## src/rtl/sprite_blitter.sv

```systemverilog
// sprite_blitter: copies a width x height sprite from a sprite-sheet RAM into
// the 240x160 framebuffer. It processes one pixel per clock, skips pixels that
// match the transparency key, and clips pixels that land off screen.
module sprite_blitter #(
    parameter int          FB_W = 240,
    parameter int          FB_H = 160,
    parameter logic [23:0] KEY  = 24'hFF00FF
) (
    input  logic        Clk,
    input  logic        Reset_n,
    input  logic        start,
    input  logic [18:0] src_base,
    input  logic [9:0]  src_stride,
    input  logic [7:0]  width,
    input  logic [7:0]  height,
    input  logic [8:0]  dst_x,
    input  logic [7:0]  dst_y,
    input  logic        use_key,
    output logic [18:0] src_addr,
    input  logic [23:0] src_data,
    output logic [18:0] fb_addr,
    output logic [23:0] fb_data,
    output logic        fb_we,
    output logic        busy,
    output logic        done
);

    typedef enum logic [1:0] {IDLE, RUN, FLUSH, DONE} state_t;

    state_t      state, next_state;

    // Copy of the command, captured when the blit is accepted.
    logic [9:0]  stride_q;
    logic [7:0]  width_q;
    logic [7:0]  height_q;
    logic [8:0]  dst_x_q;
    logic [7:0]  dst_y_q;
    logic        use_key_q;

    // Raster walk over the sprite.
    logic [18:0] row_base;
    logic [7:0]  col;
    logic [7:0]  row;
    logic        last_col;
    logic        last_pix;
    logic [9:0]  pix_x;
    logic [8:0]  pix_y;

    // Coordinates of the pixel whose sheet data arrives this cycle.
    logic        p1_valid;
    logic [9:0]  p1_x;
    logic [8:0]  p1_y;
    logic        in_bounds;
    logic        transparent;
    logic [18:0] wr_addr;
    logic        done_q;

    assign last_col    = (col == width_q - 8'd1);
    assign last_pix    = last_col && (row == height_q - 8'd1);
    assign src_addr    = row_base + {11'd0, col};
    assign pix_x       = {1'b0, dst_x_q} + {2'b0, col};
    assign pix_y       = {1'b0, dst_y_q} + {1'b0, row};
    assign in_bounds   = (p1_x < 10'(FB_W)) && (p1_y < 9'(FB_H));
    assign transparent = use_key_q && (src_data == KEY);
    assign wr_addr     = ({10'd0, p1_y} * 19'(FB_W)) + {9'd0, p1_x};
    assign busy        = (state != IDLE);
    assign done        = done_q;

    // State register.
    always_ff @(posedge Clk) begin
        if (!Reset_n) begin
            state <= IDLE;
        end else begin
            state <= next_state;
        end
    end

    // Next-state logic; an empty sprite skips the pixel walk entirely.
    always_comb begin
        next_state = state;
        case (state)
            IDLE: begin
                if (start) begin
                    if ((width == 8'd0) || (height == 8'd0)) begin
                        next_state = DONE;
                    end else begin
                        next_state = RUN;
                    end
                end
            end
            RUN: begin
                if (last_pix) begin
                    next_state = FLUSH;
                end
            end
            FLUSH:   next_state = DONE;
            DONE:    next_state = IDLE;
            default: next_state = IDLE;
        endcase
    end

    // Command capture and raster counters; row_base advances by one sheet row per sprite row.
    always_ff @(posedge Clk) begin
        if (!Reset_n) begin
            stride_q  <= '0;
            width_q   <= '0;
            height_q  <= '0;
            dst_x_q   <= '0;
            dst_y_q   <= '0;
            use_key_q <= 1'b0;
            row_base  <= '0;
            col       <= '0;
            row       <= '0;
        end else if ((state == IDLE) && start) begin
            stride_q  <= src_stride;
            width_q   <= width;
            height_q  <= height;
            dst_x_q   <= dst_x;
            dst_y_q   <= dst_y;
            use_key_q <= use_key;
            row_base  <= src_base;
            col       <= '0;
            row       <= '0;
        end else if (state == RUN) begin
            if (last_col) begin
                col      <= '0;
                row      <= row + 8'd1;
                row_base <= row_base + {9'd0, stride_q};
            end else begin
                col      <= col + 8'd1;
            end
        end
    end

    // Delay the destination coordinates to line up with the sheet RAM's registered read.
    always_ff @(posedge Clk) begin
        if (!Reset_n) begin
            p1_valid <= 1'b0;
            p1_x     <= '0;
            p1_y     <= '0;
        end else begin
            p1_valid <= (state == RUN);
            p1_x     <= pix_x;
            p1_y     <= pix_y;
        end
    end

    // Framebuffer write stage; clipped or keyed pixels still pass through but do not write.
    always_ff @(posedge Clk) begin
        if (!Reset_n) begin
            fb_we   <= 1'b0;
            fb_addr <= '0;
            fb_data <= '0;
        end else begin
            fb_we <= p1_valid && in_bounds && !transparent;
            if (p1_valid) begin
                fb_addr <= wr_addr;
                fb_data <= src_data;
            end
        end
    end

    // Completion pulse, issued as the FSM leaves DONE so it coincides with busy falling.
    always_ff @(posedge Clk) begin
        if (!Reset_n) begin
            done_q <= 1'b0;
        end else begin
            done_q <= (state == DONE);
        end
    end

endmodule

```

## config.mk

```make
export PLATFORM = sky130hd
export DESIGN_NAME = sprite_blitter
export DESIGN_NICKNAME = d
export VERILOG_FILES = /design/src/rtl/sprite_blitter.sv
export SDC_FILE = /design/constraint.sdc
export NUM_CORES = 1
export LEC_CHECK = 0
export ABC_AREA = 1
export CAP_MARGIN = 20
export CORE_UTILIZATION = 55
export DETAILED_ROUTE_END_ITERATION = 16
export GPL_TIMING_DRIVEN = 1
export PLACE_DENSITY = 0.82
export SLEW_MARGIN = 0
export SYNTH_ARGS = -nofsm -noshare
export SYNTH_HDL_FRONTEND = slang
export SYNTH_SLANG_ARGS = --single-unit
```

## constraint.sdc

```tcl
create_clock -name Clk -period 6.93 [get_ports Clk]
set_clock_uncertainty 0.2 [all_clocks]
set_input_delay 1.386 -clock Clk [delete_from_list [all_inputs] [get_ports Clk]]
set_output_delay 1.386 -clock Clk [all_outputs]
set_load 0.1 [all_outputs]
```

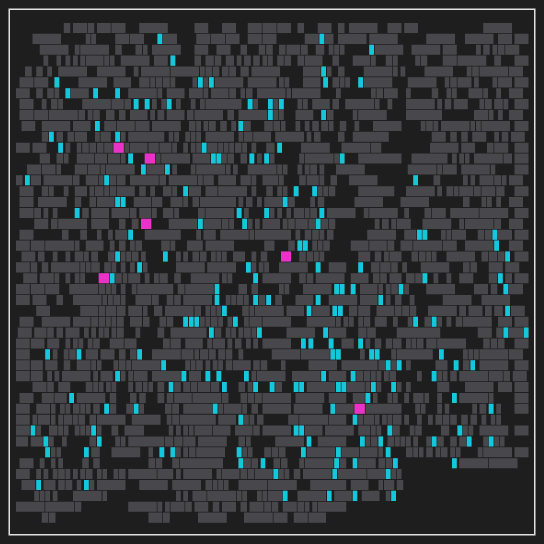
Fig. 1. Gate families picked out.
Drawn at 4 px/um.
Key: magenta = AND-OR and OR-AND gates [cells 6]; cyan = inverters [cells 179, most used inv_1, where widely spread]

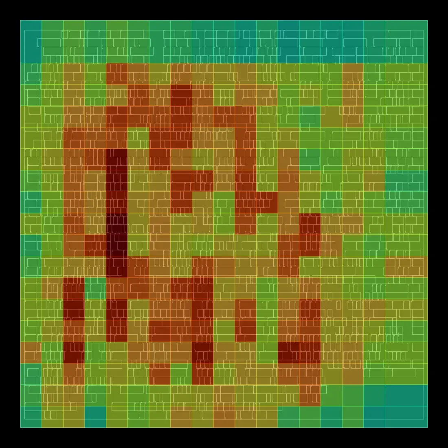
Fig. 2. Routing congestion.
met1 Track Usage GR: 33.46%
met3 global-route usage: 5.782%
wire length per cell: 13.70 um
Most Crowded Layer GR: met2

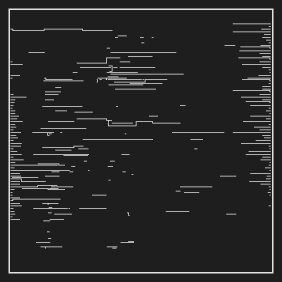
Fig. 3. The metal 3 layer.
Drawn at 2 px/um.
178 nets have wire on it. The layer holds 7.0% of the routed length. The longest straight run is 36.3 um. The wires run mostly horizontal.
via count: 8931
Total Wirelength: 23210 um

==> results.json <==
{
  "combPwrFrac_pct": 52.5,
  "most_common_cell": "nand2_1",
  "slowest_stage": "clkdlybuf4s50_1",
  "fin_crit_sh_pct": 80.59,
  "layout_min_cycle_time_ns": 5.585,
  "hp-class": "reg -> reg",
  "grt_use_total_pct": 28.13,
  "max-cap-violations": 0,
  "edf_count": 0,
  "reg2reg_slack_ns": 2.79,
  "final_util_pct": 70.94,
  "numCtsBuffers": 17,
  "routabilityCongestion": 0.9285,
  "p_clk_share_pct": 21.2,
  "power_switching_w": 0.002169,
  "hold_viol": 0,
  "ys_area_um2": 9150,
  "portBuffers": 153,
  "wl_met1_um": 9991,
  "path_cells": "ha_1 -> inv_1 -> fa_1 -> inv_1 -> a31oi_1 -> o221ai_1 -> nand2_1 -> nor2_1 -> nand2_1 -> xor2_1 -> clkdlybuf4s50_1",
  "via_per_inst": 5.272,
  "ff_type": "dfxtp_1",
  "cts_setup_buffers": 0,
  "p_seq_w": 0.00117,
  "met3WireLength_um": 1623,
  "fa_ha_area_share_pct": 13.54,
  "cts.sinks": 145,
  "logic_area_um2": 5389,
  "pg_clk_w": 0.000943,
  "crit_required_ns": 5.34,
  "reg2regPathDepth": 20,
  "largest_cell_class": "multi-input combinational cells",
  "holdPathEnd": "fb_addr[2]$_SDFFE_PN0P_",
  "timing.rr.start": "p1_y[2]$_SDFF_PN0_",
  "synthAoiAreaFrac_pct": 14.19,
  "post_synth_num_cell_types": 43,
  "tap_cells": 216,
  "cp_slowest_stage_delay_ns": 1.15,
  "dp.cells": 1663,
  "endpoint": "src_addr[16]",
  "clk_share_pct": 5.272,
  "synth_warnings": 0,
  "fp_util_pct": 56.98,
  "hpwl_um": 17400,
  "fillers": 1361,
  "root_buffer": "clkbuf_16",
  "drive_gt1_share_pct": 3.721,
  "tns_ns": 0,
  "drt_iter0_markers": 570,
  "syn_area_per_cell_um2": 6.875,
  "worst_pin_slew_ns": 1.006,
  "die_h_um": 131.0,
  "clock_buffers": 20,
  "largest_reg_flops": 24,
  "hold_depth": 2,
  "path_buffers": 3,
  "first_pass_iters": 5,
  "wl_met2_um": 11070,
  "endpoint_kind": "output port",
  "drv_slew": 0,
  "xor_share_pct": 4.307,
  "max_freq_mhz": 179.1,
  "tool_warnings": 38,
  "chip_area_um2": 17160,
  "lay_top_count": "nand2_1",
  "fin_total_pwr_w": 0.004452,
  "grt_use_met2_pct": 49.33,
  "synthesis.instances": 1331,
  "grt_pass1_vias": 8260,
  "startpoint": "col[0]$_SDFFE_PP0P_",
  "core_um2": 16060,
  "top_register": "fb_data",
  "grt_pass1_wl_um": 37810,
  "fin_cells": 1694,
  "ys_top_logic_family": "simple AND/OR/NAND/NOR gates",
  "grt_max_degree": 112,
  "r2r_end": "fb_addr[16]$_SDFFE_PN0P_",
  "drcViolationCount": 0,
  "power_leakage_nw": 5.311,
  "status": "finished clean",
  "fin_nets": 1643,
  "syn_area_um2": 9150,
  "whs_ns": 0.2530,
  "nNonClkInverters": 179,
  "buf_share_pct": 13.66,
  "cts_hold_buf": 0,
  "post-place-ws_ns": 1.813,
  "clkLatencyLatePin_ns": 0.42,
  "grt_setup_unrepaired": "false",
  "die_width_um": 131.0,
  "ys_top_cells_by_count": "nand2_1 (237), nor2_1 (218), inv_1 (172), dfxtp_1 (145), o21ai_0 (135)",
  "relSlewSlack_pct": 32.72,
  "top_area_cell": "dfxtp_1",
  "yosys.area.top_type_share_pct": 31.72,
  "worst_ep_arrival_time_ns": 4.00,
  "rows": 46,
  "grt-ovfl-total": 0,
  "synthArstFlopShare_pct": 0,
  "io_pins": 155,
  "max-vdd-ir-drop_mv": 0.3450,
  "top_cells_by_area": "dfxtp_1 (32%), nand2_1 (9.7%), ha_1 (9.2%)",
  "top_power_group": "combinational logic",
  "fp_nets": 1508,
  "diodes": 0,
  "crit_fanout": 7,
  "clockBufferDepth": 2,
  "htree_levels": 4,
  "lay_top_cells": "nand2_1 (236), nor2_1 (218), inv_1 (172)",
  "pwr-share-seq_pct": 26.3,
  "flops": 145,
  "critPathTopFamily": "buffers and inverters",
  "seq_share_pct": 25.48,
  "yosysSeqAreaShare_pct": 31.72,
  "p_int_w": 0.002282,
  "path_clk_slew_ns": 0.06,
  "crit_type": "reg -> out",
  "finalSetupViolCount": 0,
  "ys_cells": 1331,
  "mux_area_share_pct": 0,
  "ctsResizeCount": 0,
  "ys_ff": 145,
  "hold_start": "p1_x[2]$_SDFF_PN0_",
  "worstSetupPathDepth": 11,
  "ff_latch_area_um2": 2903,
  "start_kind": "register",
  "power_density_nw_per_um2": 390.8,
  "switching_share_pct": 48.73
}
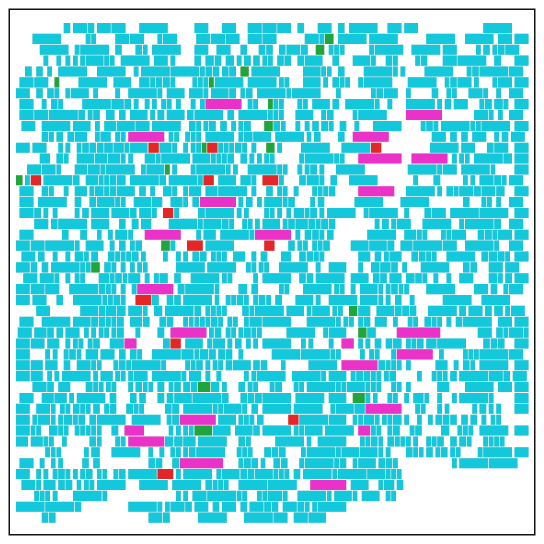
Fig. 4. Drive-strength map.
Drawn at 4 px/um.
Key: magenta = drive 6 and up [cells 24, most used clkbuf_16]; red = drive 3 to 4 [cells 13, most used clkinvlp_4]; green = drive 2 [cells 18, most used inv_2]; cyan = drive 1 or less [cells 1423, most used nand2_1]
fin area: 11390 um^2
Buffers excl. clock: 157
final worst slack: 1.345 ns
Area Growth Syn to Fin: 24.49%

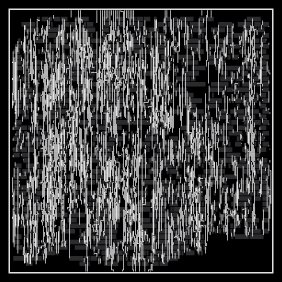
Fig. 5. Signal wires on met2.
Drawn at 2 px/um.
The layer carries 11100 um of wire. The layer holds 48% of the routed length. The longest straight run is 44.2 um. The wires run mostly vertical. 1298 nets have wire on it.

Power figures rest on the tool's default switching activity, not on a simulated workload.
